File: config.mk
export PLATFORM = sky130hd
export DESIGN_NAME = ram_rd_streamer
export DESIGN_NICKNAME = d
export VERILOG_FILES = /design/src/rtl/ram_rd_streamer.sv
export SDC_FILE = /design/constraint.sdc
export NUM_CORES = 1
export LEC_CHECK = 0
export CORE_MARGIN = 2
export CORE_UTILIZATION = 50
export DETAILED_ROUTE_END_ITERATION = 16
export PLACE_DENSITY = 0.79
export SLEW_MARGIN = 5
export SYNTH_ARGS = -nofsm -noshare
export SYNTH_HDL_FRONTEND = slang
export SYNTH_SLANG_ARGS = --single-unit
File: constraint.sdc
create_clock -name clk_i -period 4.1 [get_ports clk_i]
set_input_delay 0.41 -clock clk_i [delete_from_list [all_inputs] [get_ports clk_i]]
set_output_delay 0.41 -clock clk_i [all_outputs]
set_load 0.005 [all_outputs]
File: src/rtl/ram_rd_streamer.sv
`default_nettype none
// ============================================================================
// Module   : ram_rd_streamer
// Brief    : Streams a base/length window from a 1-cycle-latency RAM read port
//            as a valid/ready stream with last marking. Optional stall counter
//            enabled by defining RD_STREAM_STATS_EN.
// Revision : 1.0 - initial release
// ============================================================================
module ram_rd_streamer #(
    parameter int WORD_WIDTH = 8,
    parameter int WORD_COUNT = 256,
    localparam int ADDR_WIDTH = (WORD_COUNT > 1) ? $clog2(WORD_COUNT) : 1,
    localparam int LEN_WIDTH  = $clog2(WORD_COUNT + 1)
) (
    input  logic                  clk_i,
    input  logic                  rst_i,
    input  logic                  start_i,
    input  logic [ADDR_WIDTH-1:0] base_addr_i,
    input  logic [LEN_WIDTH-1:0]  len_i,
    output logic                  busy_o,
    output logic                  done_o,
    output logic [ADDR_WIDTH-1:0] ram_addr_o,
    input  logic [WORD_WIDTH-1:0] ram_data_i,
    output logic                  m_valid_o,
    input  logic                  m_ready_i,
    output logic [WORD_WIDTH-1:0] m_data_o,
    output logic                  m_last_o
`ifdef RD_STREAM_STATS_EN
    ,
    output logic [15:0]           stall_cnt_o
`endif
);

    localparam logic [1:0] c_st_idle  = 2'd0;
    localparam logic [1:0] c_st_run   = 2'd1;
    localparam logic [1:0] c_st_drain = 2'd2;

    localparam logic [ADDR_WIDTH-1:0] c_addr_max = ADDR_WIDTH'(WORD_COUNT - 1);
    localparam logic [LEN_WIDTH-1:0]  c_len_one  = LEN_WIDTH'(1);

    logic [1:0]            r_state;
    logic [1:0]            w_state_nxt;
    logic [ADDR_WIDTH-1:0] r_addr;
    logic [LEN_WIDTH-1:0]  r_issue_left;
    logic                  r_busy;
    logic                  r_done;
    logic                  r_in_flight;
    logic                  r_flight_last;

    logic [WORD_WIDTH-1:0] r_fifo_d0;
    logic [WORD_WIDTH-1:0] r_fifo_d1;
    logic                  r_fifo_l0;
    logic                  r_fifo_l1;
    logic [1:0]            r_count;

    logic                  w_pop;
    logic                  w_push;
    logic [1:0]            w_cnt_after_pop;
    logic [2:0]            w_credit;
    logic                  w_issue;
    logic                  w_accept;
    logic                  w_last_hs;
    logic [ADDR_WIDTH-1:0] w_addr_nxt;

    assign m_valid_o  = (r_count != 2'd0);
    assign m_data_o   = r_fifo_d0;
    assign m_last_o   = r_fifo_l0;
    assign busy_o     = r_busy;
    assign done_o     = r_done;
    assign ram_addr_o = r_addr;

    assign w_pop           = m_valid_o && m_ready_i;
    assign w_push          = r_in_flight;
    assign w_cnt_after_pop = r_count - {1'b0, w_pop};
    // Words already buffered plus the one still inside the RAM must leave room.
    assign w_credit   = {1'b0, r_count} + {2'b00, r_in_flight} - {2'b00, w_pop};
    assign w_issue    = (r_state == c_st_run) && (w_credit < 3'd2);
    assign w_accept   = (r_state == c_st_idle) && start_i;
    assign w_last_hs  = w_pop && r_fifo_l0;
    assign w_addr_nxt = (r_addr == c_addr_max) ? '0 : r_addr + ADDR_WIDTH'(1);

    always_ff @(posedge clk_i) begin
        if (rst_i) begin
            r_state <= c_st_idle;
        end else begin
            r_state <= w_state_nxt;
        end
    end

    always_comb begin
        w_state_nxt = r_state;
        case (r_state)
            c_st_idle:  if (start_i && (len_i != '0)) w_state_nxt = c_st_run;
            c_st_run:   if (w_issue && (r_issue_left == c_len_one)) w_state_nxt = c_st_drain;
            c_st_drain: if (w_last_hs) w_state_nxt = c_st_idle;
            default:    w_state_nxt = c_st_idle;
        endcase
    end

    always_ff @(posedge clk_i) begin
        if (rst_i) begin
            r_addr        <= '0;
            r_issue_left  <= '0;
            r_busy        <= 1'b0;
            r_done        <= 1'b0;
            r_in_flight   <= 1'b0;
            r_flight_last <= 1'b0;
        end else begin
            r_done        <= 1'b0;
            r_in_flight   <= w_issue;
            r_flight_last <= w_issue && (r_issue_left == c_len_one);
            case (r_state)
                c_st_idle: begin
                    if (start_i) begin
                        if (len_i != '0) begin
                            r_issue_left <= len_i;
                            r_addr       <= base_addr_i;
                            r_busy       <= 1'b1;
                        end else begin
                            r_done <= 1'b1;
                        end
                    end
                end
                c_st_run: begin
                    if (w_issue) begin
                        r_issue_left <= r_issue_left - c_len_one;
                        r_addr       <= w_addr_nxt;
                    end
                end
                c_st_drain: begin
                    if (w_last_hs) begin
                        r_busy <= 1'b0;
                        r_done <= 1'b1;
                    end
                end
                default: ;
            endcase
        end
    end

    // Shift-register FIFO: entry 0 is always the head driving the stream.
    always_ff @(posedge clk_i) begin
        if (rst_i) begin
            r_fifo_d0 <= '0;
            r_fifo_d1 <= '0;
            r_fifo_l0 <= 1'b0;
            r_fifo_l1 <= 1'b0;
            r_count   <= 2'd0;
        end else begin
            if (w_pop) begin
                r_fifo_d0 <= r_fifo_d1;
                r_fifo_l0 <= r_fifo_l1;
                r_fifo_l1 <= 1'b0;
            end
            if (w_push) begin
                if (w_cnt_after_pop == 2'd0) begin
                    r_fifo_d0 <= ram_data_i;
                    r_fifo_l0 <= r_flight_last;
                end else begin
                    r_fifo_d1 <= ram_data_i;
                    r_fifo_l1 <= r_flight_last;
                end
            end
            r_count <= w_cnt_after_pop + {1'b0, w_push};
        end
    end

`ifdef RD_STREAM_STATS_EN
    logic [15:0] r_stall_cnt;

    always_ff @(posedge clk_i) begin
        if (rst_i || w_accept) begin
            r_stall_cnt <= '0;
        end else if (r_busy && m_valid_o && !m_ready_i && (r_stall_cnt != 16'hFFFF)) begin
            r_stall_cnt <= r_stall_cnt + 16'd1;
        end
    end

    assign stall_cnt_o = r_stall_cnt;
`endif

endmodule
`default_nettype wire
==> notes.md, run 1 <==
yosys + openroad results -> run status finished clean, Placeable Area 4354 sq um, critical path data required time 4.32 ns, total count of max-transition violations in the final report 0, Clock buffers and inverters, area share 0.02588, min-delay worst type reg2reg, maximum number of pins on one net before global-route repair 53, sum of met2 wire segment lengths after detailed routing 2.392 mm, sequential fraction of design power 0.424, OpenROAD warnings 28, non-clock buffer area fraction after layout 0.1749, worst-margin pin slew 0.9423 ns, yosys synthesis warning count 0, cell with the most instances after synthesis sky130_fd_sc_hd__dfxtp_1, combinational share of power 0.407, cell types with the highest counts after synthesis sky130_fd_sc_hd__dfxtp_1, sky130_fd_sc_hd__nor2_1, sky130_fd_sc_hd__nand2_1, sky130_fd_sc_hd__a21oi_1, sky130_fd_sc_hd__nor3_1, max layer used met4, net count of the mapped netlist 305, remaining design rule violation count 0, chip area from the yosys synthesis statistics 2265 sq um, max FFs per register 9, instance tally after logic synthesis 270, proportion of synthesized flip-flops having asynchronous set or reset 0, maximum fanout along the worst path 12, area of the die 5084 sq um, number of placed I/O pins 49, VDD IR-drop max 0.0003910 V, routed via count divided by cell count 5.816, slowest stage cell on the critical path sky130_fd_sc_hd__o21ai_2, post-synth design cell area 2265 sq um, worst relative slew slack 0.3718, fraction of power spent switching nets 0.3647, Synth Area in Simple Gates 0.2492, layout overhead on the synthesized area 23.81%, gp weighted congestion 0.8171, M1 GR Usage 0.2680, die extent in x 71.30 um, clock tree sinks 43, flip-flops with a built-in enable 0, Ant. Diodes 0, total design power 0.001481 W, leakage 1.031 nW, cell at the root of the clock tree sky130_fd_sc_hd__clkbuf_8, via count of the first global-routing pass 2051, post-synthesis sequential area ratio 0.3801, post-synthesis share of cell area spent on and-or and or-and gates 0.2315, CTS tree yes, detailed-routing iteration count for the pre-antenna-repair pass 5, count of multi-input gates 202, unique cell type count in the Yosys netlist 50, adder-cell share of the synthesized area 0.03646, post-CTS repair timing setup buffer count 0, effective utilization at floorplan 0.5201, ys cells 270, initial detailed-routing violation count 149
run 1: power groups by stage:
stage,logic (W),registers [W],clock network [W]
after CTS,0.000608,0.000626,0.000256
after detailed placement,0.000603,0.000633,0
after global placement,0.000594,0.000635,0
after floorplan,0.000405,0.000612,0
final,0.000602,0.000628,0.000250
after global routing,0.000676,0.000642,0.000270
run 1: path summary, 6_finish.rpt:
check | from | to | slack, ns | depth (start not counted)
max reg2reg | r_count[1] | ram_addr_o[0] | 1.11 | 10
min | r_fifo_l1 | r_fifo_l1 | 0.47 | 2
max | r_count[1] | ram_addr_o[0] | 1.11 | 10
min reg2reg | r_fifo_l1 | r_fifo_l1 | 0.47 | 2
**Run 1: metal 1**

Bar = 20 um. Supply wires on this layer in grey.
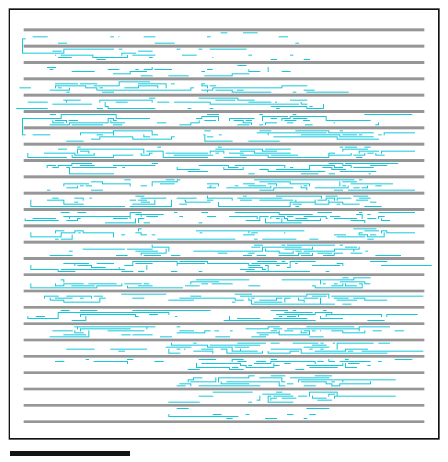
nets with wire on the layer: 294
longest straight run: 18.4 um
wire length on this layer: 2380 um
share of all routed wire: 46%
main direction: horizontal

**Run 1: signal wires on met2**

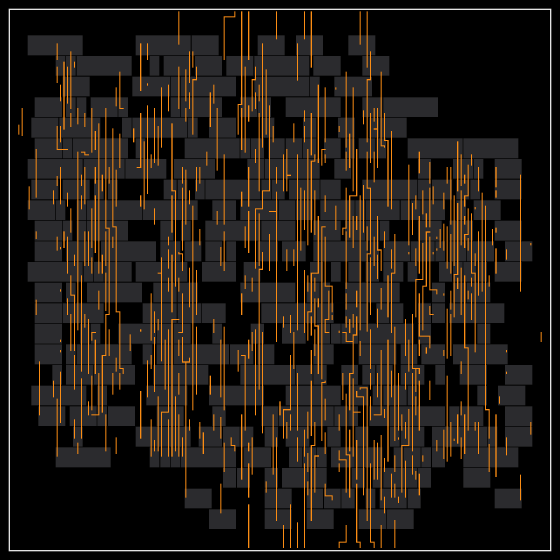
share of all routed wire: 47%
wire length on this layer: 2390 um
global routing met2 resource utilization: 0.3611
detailed-route wire length: 5.134 mm
number of vias in the routed layout: 2088

**Run 1: metal 3**

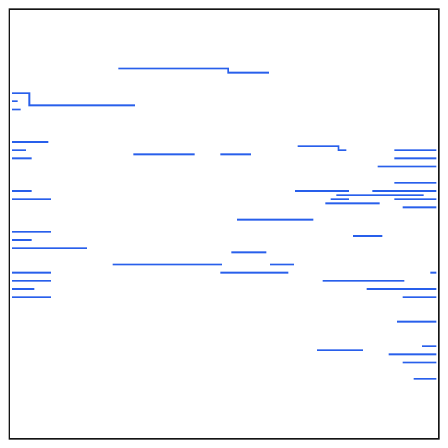
share of all routed wire: 6.7%
longest straight run: 18.2 um
global-route met3 utilization: 0.05907

==> run 1 -> run 2 <==
- clock period: 4.1 -> 3.1 ns (I/O delays scaled with it)
==> run 2 against run 1 <==
Compared with the run above: largest cell class unchanged; combinational power rose by 37%; clock power rose by 75%; count of clock-buffer cells in the layout fell by 1; sequential cell count did not move; power rose by 41%; critical path depth fell by 1; first-iteration DRC count rose by 37%; final cell count rose by 1.4%; via count fell by 0.14%; highest routed layer unchanged; cell area rose by 2.2%.
==> notes.md, run 2 <==
yosys + openroad results -> worst r2r path cells 9, worst relative slew slack 0.3689, min-delay worst type reg2reg, net count of the mapped netlist 305, leakage 1.066 nW, Ant. Diodes 0, combinational share of power 0.395, non-clock buffer area fraction after layout 0.1790, cell types with the highest counts after synthesis sky130_fd_sc_hd__dfxtp_1, sky130_fd_sc_hd__nor2_1, sky130_fd_sc_hd__nand2_1, sky130_fd_sc_hd__a21oi_1, sky130_fd_sc_hd__nor3_1, max layer used met4, chip area from the yosys synthesis statistics 2265 sq um, M1 GR Usage 0.2881, capture point of the worst reg-to-reg path r_issue_left[8], logic depth of the worst setup path including buffers 9, unique cell type count in the Yosys netlist 50, Worst path top cell family by delay AND-OR/OR-AND gates, cell at the root of the clock tree sky130_fd_sc_hd__clkbuf_8, sum of met2 wire segment lengths after detailed routing 2.359 mm, initial detailed-routing violation count 204, global routing met2 resource utilization 0.3477, number of vias in the routed layout 2085, remaining design rule violation count 0, instance tally after logic synthesis 270, worst-case hold path end point r_fifo_l1, max FFs per register 9, via count of the first global-routing pass 1982, count of multi-input gates 202, number of instances on the worst hold path 2, launching element of the worst setup path m_ready_i, yosys synthesis warning count 0, fraction of power spent switching nets 0.3522, post-synth design cell area 2265 sq um, maximum number of pins on one net before global-route repair 53, maximum fanout along the worst path 22, layout overhead on the synthesized area 26.57%, end point of the critical path r_issue_left[8], CTS tree yes, source of the worst register-to-register timing path r_count[1], ys cells 270, worst-margin pin slew 0.9467 ns, min-delay src r_fifo_l1, detailed-routing iteration count for the pre-antenna-repair pass 4, post-synthesis sequential area ratio 0.3801, effective utilization at floorplan 0.5201, Placeable Area 4354 sq um, gp weighted congestion 0.8286, run status finished clean, Most common reg cell sky130_fd_sc_hd__dfxtp_1, total count of max-transition violations in the final report 0, total design power 0.002088 W, post-CTS repair timing setup buffer count 0, routed via count divided by cell count 5.728, area of the die 5084 sq um, Largest stage delay, worst path 0.70 ns, sequential fraction of design power 0.395, FF-to-FF setup slack 0.39 ns, clock tree sinks 43, Clock buffers and inverters, area share 0.03928, cell with the most instances after synthesis sky130_fd_sc_hd__dfxtp_1, VDD IR-drop max 0.0003790 V
-- run 2: cell count changes in the layout (fill, tap and decap cells not counted) --
cell,before,now
sky130_fd_sc_hd__buf_4,2,5
sky130_fd_sc_hd__bufinv_16,0,1
sky130_fd_sc_hd__clkbuf_1,1,0
sky130_fd_sc_hd__clkinv_2,0,1
sky130_fd_sc_hd__clkinv_4,0,1
-- run 2: power groups by stage --
stage          logic, W  clock network (W)  registers (W)
3_3_place_gp   0.000808                  0       0.000834
4_1_cts        0.000829           0.000451       0.000825
6_report       0.000825           0.000437       0.000826
3_5_place_dp   0.000824                  0       0.000836
2_1_floorplan  0.000535                  0       0.000810
5_1_grt        0.000917           0.000474       0.000850
**Run 2: metal 3**

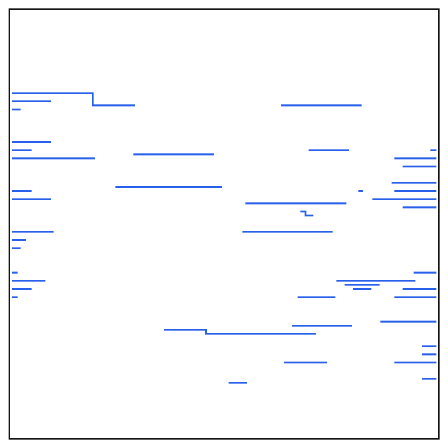
share of all routed wire: 6.3%
main direction: horizontal
longest straight run: 18.2 um
nets with wire on the layer: 43
wire length on this layer: 317 um
global-route met3 utilization: 0.05626
detailed-route wire length: 5.037 mm

Power and IR drop assume default switching activity.
